==> src/rtl/answer_printer_pkg.sv <==
// Shared types and constants for the answer printer.
//   state_t      : controller state encoding
//   ASCII_ZERO   : '0' character, added to a BCD digit to form its glyph
//   ASCII_LF     : line-feed terminator (used only with ANSWER_PRINTER_NEWLINE_EN)
//   min_digits() : decimal digits needed to hold any WIDTH-bit unsigned value
package answer_printer_pkg;

  typedef enum logic [2:0] {IDLE, CONV, SKIP, EMIT, TERM, FIN} state_t;

  localparam logic [7:0] ASCII_ZERO = 8'h30;
  localparam logic [7:0] ASCII_LF   = 8'h0A;

  // ceil(width * log10(2)) in integer arithmetic (log10(2) ~= 0.30103).
  function automatic int min_digits(input int width);
    return (width * 30103 + 99999) / 100000;
  endfunction

endpackage

==> src/rtl/answer_printer_bcd_dabble_step.sv <==
// One double-dabble iteration, purely combinational.
//   bcd      : current BCD accumulator, DIGITS nibbles
//   bit_in   : next binary bit (MSB of the shift register)
//   bcd_next : every nibble >= 5 bumped by 3, then shifted left with bit_in
module bcd_dabble_step #(
  parameter int DIGITS = 10
) (
  input  logic [4*DIGITS-1:0] bcd,
  input  logic                bit_in,
  output logic [4*DIGITS-1:0] bcd_next
);

  // The top nibble's MSB falls off the shift; the DIGITS sizing rule keeps it
  // zero, so only three bits of that nibble are carried.
  logic [4*DIGITS-2:0] adj;

  for (genvar d = 0; d < DIGITS; d++) begin : g_nib
    logic [3:0] nib;
    assign nib = bcd[4*d +: 4];
    if (d == DIGITS-1) begin : g_top
      assign adj[4*d +: 3] = (nib >= 4'd5) ? nib[2:0] + 3'd3 : nib[2:0];
    end else begin : g_mid
      assign adj[4*d +: 4] = (nib >= 4'd5) ? nib + 4'd3 : nib;
    end
  end

  assign bcd_next = {adj, bit_in};

endmodule

==> src/rtl/answer_printer.sv <==
// Prints a solver's binary answer as decimal ASCII over a byte handshake.
// On a rising edge of done (while idle) the result is captured, converted by
// double-dabble (WIDTH cycles), leading zeros are skipped, and the digits are
// streamed MSB first.
// Optional: define ANSWER_PRINTER_NEWLINE_EN to append an LF after the digits.
// Ports:
//   clk, reset  : clock, synchronous active-high reset
//   done,result : solver finish level and answer
//   out_data, out_valid, out_ready : byte stream to the sink
//   busy        : capture through acceptance of the last byte
//   printed     : sticky, set after a complete print
module answer_printer
  import answer_printer_pkg::*;
#(
  parameter int WIDTH  = 32,
  parameter int DIGITS = 10
) (
  input  logic             clk,
  input  logic             reset,
  input  logic             done,
  input  logic [WIDTH-1:0] result,
  output logic [7:0]       out_data,
  output logic             out_valid,
  input  logic             out_ready,
  output logic             busy,
  output logic             printed
);

  localparam int PW = (DIGITS > 1) ? $clog2(DIGITS) : 1;
  localparam int CW = (WIDTH  > 1) ? $clog2(WIDTH)  : 1;

  if (DIGITS < min_digits(WIDTH)) begin : g_digits_chk
    $error("answer_printer: DIGITS is too small to hold a WIDTH-bit result");
  end

  state_t              state;
  logic                done_q;
  logic [4*DIGITS-1:0] bcd;
  logic [4*DIGITS-1:0] bcd_next;
  logic [WIDTH-1:0]    shreg;
  logic [CW-1:0]       cnt;
  logic [PW-1:0]       ptr;
  logic [PW-1:0]       ptr_dn;
  logic [3:0]          dig_cur;
  logic [3:0]          dig_dn;

  assign ptr_dn  = ptr - 1'b1;
  assign dig_cur = bcd[4*int'(ptr) +: 4];
  // Digit for the following EMIT cycle, so back-to-back bytes need no bubble.
  assign dig_dn  = bcd[4*int'(ptr_dn) +: 4];

  bcd_dabble_step #(.DIGITS(DIGITS)) u_step (
    .bcd      (bcd),
    .bit_in   (shreg[WIDTH-1]),
    .bcd_next (bcd_next)
  );

  always_ff @(posedge clk) begin
    if (reset) begin
      state     <= IDLE;
      done_q    <= 1'b0;
      bcd       <= '0;
      shreg     <= '0;
      cnt       <= '0;
      ptr       <= '0;
      out_valid <= 1'b0;
      out_data  <= 8'h00;
      busy      <= 1'b0;
      printed   <= 1'b0;
    end else begin
      done_q <= done;
      case (state)
        IDLE: begin
          if (done && !done_q) begin
            shreg <= result;
            bcd   <= '0;
            cnt   <= '0;
            busy  <= 1'b1;
            state <= CONV;
          end
        end
        CONV: begin
          bcd   <= bcd_next;
          shreg <= shreg << 1;
          cnt   <= cnt + 1'b1;
          if (cnt == CW'(WIDTH-1)) begin
            ptr   <= PW'(DIGITS-1);
            state <= SKIP;
          end
        end
        SKIP: begin
          // Digit 0 is never skipped so a zero result still prints "0".
          if (dig_cur == 4'd0 && ptr != '0) begin
            ptr <= ptr_dn;
          end else begin
            out_valid <= 1'b1;
            out_data  <= ASCII_ZERO + {4'h0, dig_cur};
            state     <= EMIT;
          end
        end
        EMIT: begin
          if (out_ready) begin
            if (ptr != '0) begin
              ptr      <= ptr_dn;
              out_data <= ASCII_ZERO + {4'h0, dig_dn};
            end else begin
`ifdef ANSWER_PRINTER_NEWLINE_EN
              out_data <= ASCII_LF;
              state    <= TERM;
`else
              out_valid <= 1'b0;
              out_data  <= 8'h00;
              busy      <= 1'b0;
              printed   <= 1'b1;
              state     <= FIN;
`endif
            end
          end
        end
`ifdef ANSWER_PRINTER_NEWLINE_EN
        TERM: begin
          if (out_ready) begin
            out_valid <= 1'b0;
            out_data  <= 8'h00;
            busy      <= 1'b0;
            printed   <= 1'b1;
            state     <= FIN;
          end
        end
`endif
        FIN:     state <= IDLE;
        default: state <= IDLE;
      endcase
    end
  end

endmodule

==> config.mk <==
export PLATFORM = sky130hd
export DESIGN_NAME = answer_printer
export DESIGN_NICKNAME = d
export VERILOG_FILES = /design/src/rtl/answer_printer_pkg.sv /design/src/rtl/answer_printer_bcd_dabble_step.sv /design/src/rtl/answer_printer.sv
export SDC_FILE = /design/constraint.sdc
export NUM_CORES = 1
export LEC_CHECK = 0
export CAP_MARGIN = 20
export CELL_PAD_IN_SITES_DETAIL_PLACEMENT = 0
export CELL_PAD_IN_SITES_GLOBAL_PLACEMENT = 1
export CORE_MARGIN = 3
export CORE_UTILIZATION = 45
export CTS_BUF_LIST = sky130_fd_sc_hd__clkbuf_8
export DETAILED_ROUTE_END_ITERATION = 6
export GPL_TIMING_DRIVEN = 0
export MAX_ROUTING_LAYER = met4
export PLACE_DENSITY = 0.88
export SLEW_MARGIN = 20
export SYNTH_ARGS = -nofsm -noshare
export SYNTH_HDL_FRONTEND = slang
export SYNTH_HIERARCHICAL = 1
export SYNTH_SLANG_ARGS = --single-unit
==> constraint.sdc <==
create_clock -name clk -period 3.6 [get_ports clk]
set_clock_uncertainty 0.2 [all_clocks]
set_input_delay 1.08 -clock clk [delete_from_list [all_inputs] [get_ports clk]]
set_output_delay 1.08 -clock clk [all_outputs]
set_load 0.03 [all_outputs]
**Run 1: the metal 4 layer**

Scale: 2 px per um.
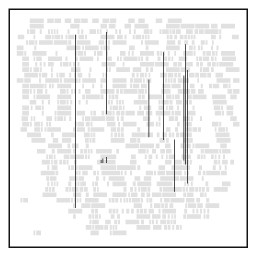
main direction: vertical
nets with wire on the layer: 8
longest straight run: 86.4 um
detailed-route via count: 5362
final routed wirelength across all metal layers: 14800 um

**Run 1: track usage over the die**

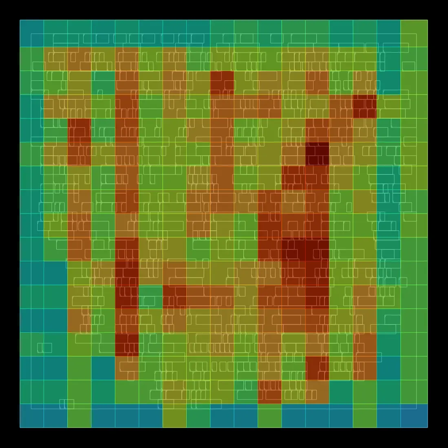
Top Usage Layer GRT: met2
fraction of met3 tracks used by global routing: 2.97%

**Run 1: metal 2**

Scale: 4 px per um.
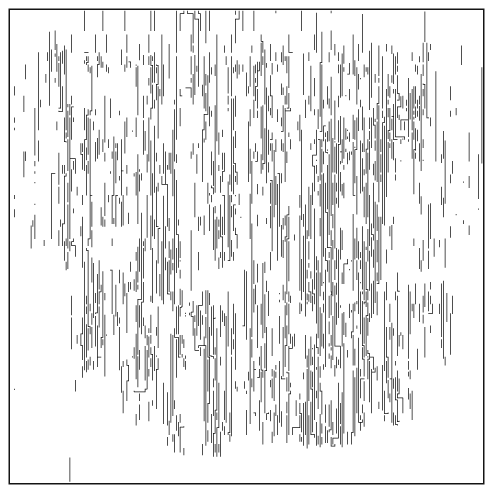
main direction: vertical
nets with wire on the layer: 660
fraction of met2 tracks used by global routing: 33.3%

==> reports/notes.md, run 1 <==
• 0 — Antenna diodes
• 0.10 ns — clock slew at the register clock pins of the worst setup and hold paths
• finished clean — outcome
• 0 — total DRC errors in the routed layout
• 14000 um2 — die area
• 0.39 ns — insertion delay of the later-clocked pin in the worst-skew pair
• 0.918 — routability congestion estimate from global placement
• dfxtp_1 — Slowest cell on crit path
• 0 ns — accumulated negative setup slack
• simple AND/OR/NAND/NOR gates — largest family of logic cells by area
• false — setup repair after global routing missed its margin
• 168 — tap cell count
• 95.6% — crit share post-route
• 0 — leftover overflow at the end of global routing
• nand2_1 (168), dfxtp_1 (93), a21oi_1 (53), nor2_1 (53), nand3_1 (50) — most frequent cells after synthesis
• 40.9% — Max-slew headroom
• dfxtp_1 — top cell type by total area after synthesis
• 36.6% — switching share of power
• 12 — number of cell instances on the worst register-to-register path
• 53.5% — utilization after layout
• 554 — combinational gates
• 5 — buffering stage count on the worst path with inverters included
• flip-flop — Setup crit start kind
• 6880 um — met1 WL
• 2 — hold-critical path depth
• 958 — tally of non-filler cells in the final layout
• 1620 uW — internal power
• 2.16% — xor-xnor portion of the synthesized cell area
• 7.77 um2 — Post-Synthesis Mean Instance Area
• flip-flop to flip-flop — Hold WC Path Type
• 46.6% — starting density of the core
• 5.08% — post-synthesis adder-cell area fraction
• 6330 um2 — post-place instance area
• ptr[0] — startpoint of the most critical setup path
• 0 — number of maximum-capacitance constraint violations
• nand2_1 — most popular library cell in the synthesized design by count
• ptr[0] — launch point of the worst reg-to-reg path
• 1196 — total of fill cells in the finished design
• 5.60 — via-per-instance ratio
• 93 — Seq cells
• 36 — total tool warning count
• 729 — gate count after technology mapping
• ptr[1] — CP endpoint
• out_data[1] — Worst Hold End
• 40 — number of placement rows
• 24.0% — yosys simple share
==> run 1 -> run 2 <==
--- a/config.mk
+++ b/config.mk
@@ -9,12 +9,12 @@
 export CELL_PAD_IN_SITES_DETAIL_PLACEMENT = 0
 export CELL_PAD_IN_SITES_GLOBAL_PLACEMENT = 1
 export CORE_MARGIN = 3
-export CORE_UTILIZATION = 45
+export CORE_UTILIZATION = 41
 export CTS_BUF_LIST = sky130_fd_sc_hd__clkbuf_8
 export DETAILED_ROUTE_END_ITERATION = 6
 export GPL_TIMING_DRIVEN = 0
 export MAX_ROUTING_LAYER = met4
-export PLACE_DENSITY = 0.88
+export PLACE_DENSITY = 0.84
 export SLEW_MARGIN = 20
 export SYNTH_ARGS = -nofsm -noshare
 export SYNTH_HDL_FRONTEND = slang
==> constraint.sdc (replaced) <==
create_clock -name clk -period 2.9 [get_ports clk]
set_clock_uncertainty 0.2 [all_clocks]
set_input_delay 0.87 -clock clk [delete_from_list [all_inputs] [get_ports clk]]
set_output_delay 0.87 -clock clk [all_outputs]
set_load 0.03 [all_outputs]
==> run 2 against run 1 <==
Area after synthesis did not move. Sequential share of layout area shrank 0.29 points. Sequential power is 25% higher. Worst hold slack is essentially flat. Design area is 1.1% higher. Die size is 9.2% higher. Combinational power rose by 26%. Critical path type unchanged. Critical endpoint is now out_data[2]. Highest routed layer unchanged.
==> reports/notes.md, run 2 <==
• finished clean — outcome, unchanged
• 0.09 ns — clock slew at the register clock pins of the worst setup and hold paths, was 0.10 ns
• met2 — Top Usage Layer GRT, unchanged
• 0.38 ns — insertion delay of the later-clocked pin in the worst-skew pair, was 0.39 ns
• 729 — gate count after technology mapping, unchanged
• 36 — total tool warning count, unchanged
• 55.8% — Max-slew headroom, was 40.9%
• 8 — quantity of gates resized following cts, was 0
• 0 — leftover overflow at the end of global routing, unchanged
• 963 — tally of non-filler cells in the final layout, was 958
• 34.4% — switching share of power, was 36.6%
• flip-flop to flip-flop — Hold WC Path Type, unchanged
• 0.265 ns — Final Hold Slack, about the same
• 176 — tap cell count, was 168
• 28.4% — power share of the clock group, was 26.1%
• out_data[3] — Worst Hold End, was out_data[1]
• 0.264 mV — Peak supply drop, was 0.161 mV
• simple AND/OR/NAND/NOR gates — largest family of logic cells by area, unchanged
• 2.98 ns — required time at the worst-slack endpoint, was 3.68 ns
• 6790 um — met1 WL, was 6880 um
• flip-flop — Setup crit start kind, unchanged
• ptr[0] — launch point of the worst reg-to-reg path, unchanged
• 31.7% — fraction of met2 tracks used by global routing, was 33.3%
• 554 — combinational gates, unchanged
• 93 — Seq cells, unchanged
• dfxtp_1 (33%), nand2_1 (11%), ha_1 (5.1%), a311oi_1 (4.9%), a21oi_1 (4.7%) — top cells by area, synth, unchanged
• 94 — bufs w/o clock, was 97
• 0 ns — accumulated negative setup slack, unchanged
• 15300 um2 — die area, was 14000 um2
• 0.912 — routability congestion estimate from global placement, was 0.918
• 3.36% — fraction of met3 tracks used by global routing, was 2.97%
• 0 — total DRC errors in the routed layout, unchanged
• 11 — count of clock-net buffers in the final layout, was 9
• 2 — hold-critical path depth, unchanged
• 5 — 1st-pass router iterations, unchanged
• nand2_1 — dominant logic cell type in the layout, unchanged
• 94.6% — crit share post-route, was 95.6%
• 42.3% — starting density of the core, was 46.6%
• 49.1% — utilization after layout, was 53.5%
• 11 — number of cell instances on the worst register-to-register path, was 12
• 0 — number of enable-type register cells in the synthesized netlist, unchanged
• 5.08% — post-synthesis adder-cell area fraction, unchanged
• ptr[0] — startpoint of the most critical setup path, unchanged
• 1316 — total of fill cells in the finished design, was 1196
• 5.56 — via-per-instance ratio, was 5.60
• 0.00240 uW — Leak, was 0.00237 uW
• 9 — clock buffers created by TritonCTS, unchanged
• 1140 uW — sw power, was 938 uW
• 6340 um2 — post-place instance area, was 6330 um2
• 14600 um — final routed wirelength across all metal layers, was 14800 um
• dfxtp_1 — top cell type by total area after synthesis, unchanged
• out_data[2] — CP endpoint, was ptr[1]
• 44 — quantity of I/O buffers inserted on ports, unchanged
• nand2_1 — Critical Path Most Common Cell, was a22oi_1
• 4 — buffering stage count on the worst path with inverters included, was 5
• 0 — Antenna diodes, unchanged
• 24.0% — yosys simple share, unchanged
• 0.365 GHz — fmax, was 0.291 GHz
• dfxtp_2 — Slowest cell on crit path, was dfxtp_1
• 2.16% — xor-xnor portion of the synthesized cell area, unchanged
• nand2_1 — most popular library cell in the synthesized design by count, unchanged
• 30 — count of inverters other than clock inverters in the layout, unchanged
• 5670 um2 — combined area of all synthesized cells, unchanged
• false — setup repair after global routing missed its margin, unchanged
• 1470 uW — sequential group power, was 1180 uW
• 42 — number of placement rows, was 40
• buffers and inverters — Top Family by Delay on Critical Path, was AND-OR/OR-AND gates
• nand2_1 (168), dfxtp_1 (93), a21oi_1 (53), nor2_1 (53), nand3_1 (50) — most frequent cells after synthesis, unchanged
• 7.77 um2 — Post-Synthesis Mean Instance Area, unchanged
• 2160 uW — internal power, was 1620 uW
• 0 — number of maximum-capacitance constraint violations, unchanged
**Run 2: metal 3**

Scale: 2 px per um.
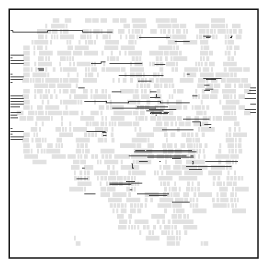
nets with wire on the layer: 77
main direction: horizontal
share of all routed wire: 5.0%

Power is estimated from default activity; no workload was simulated.
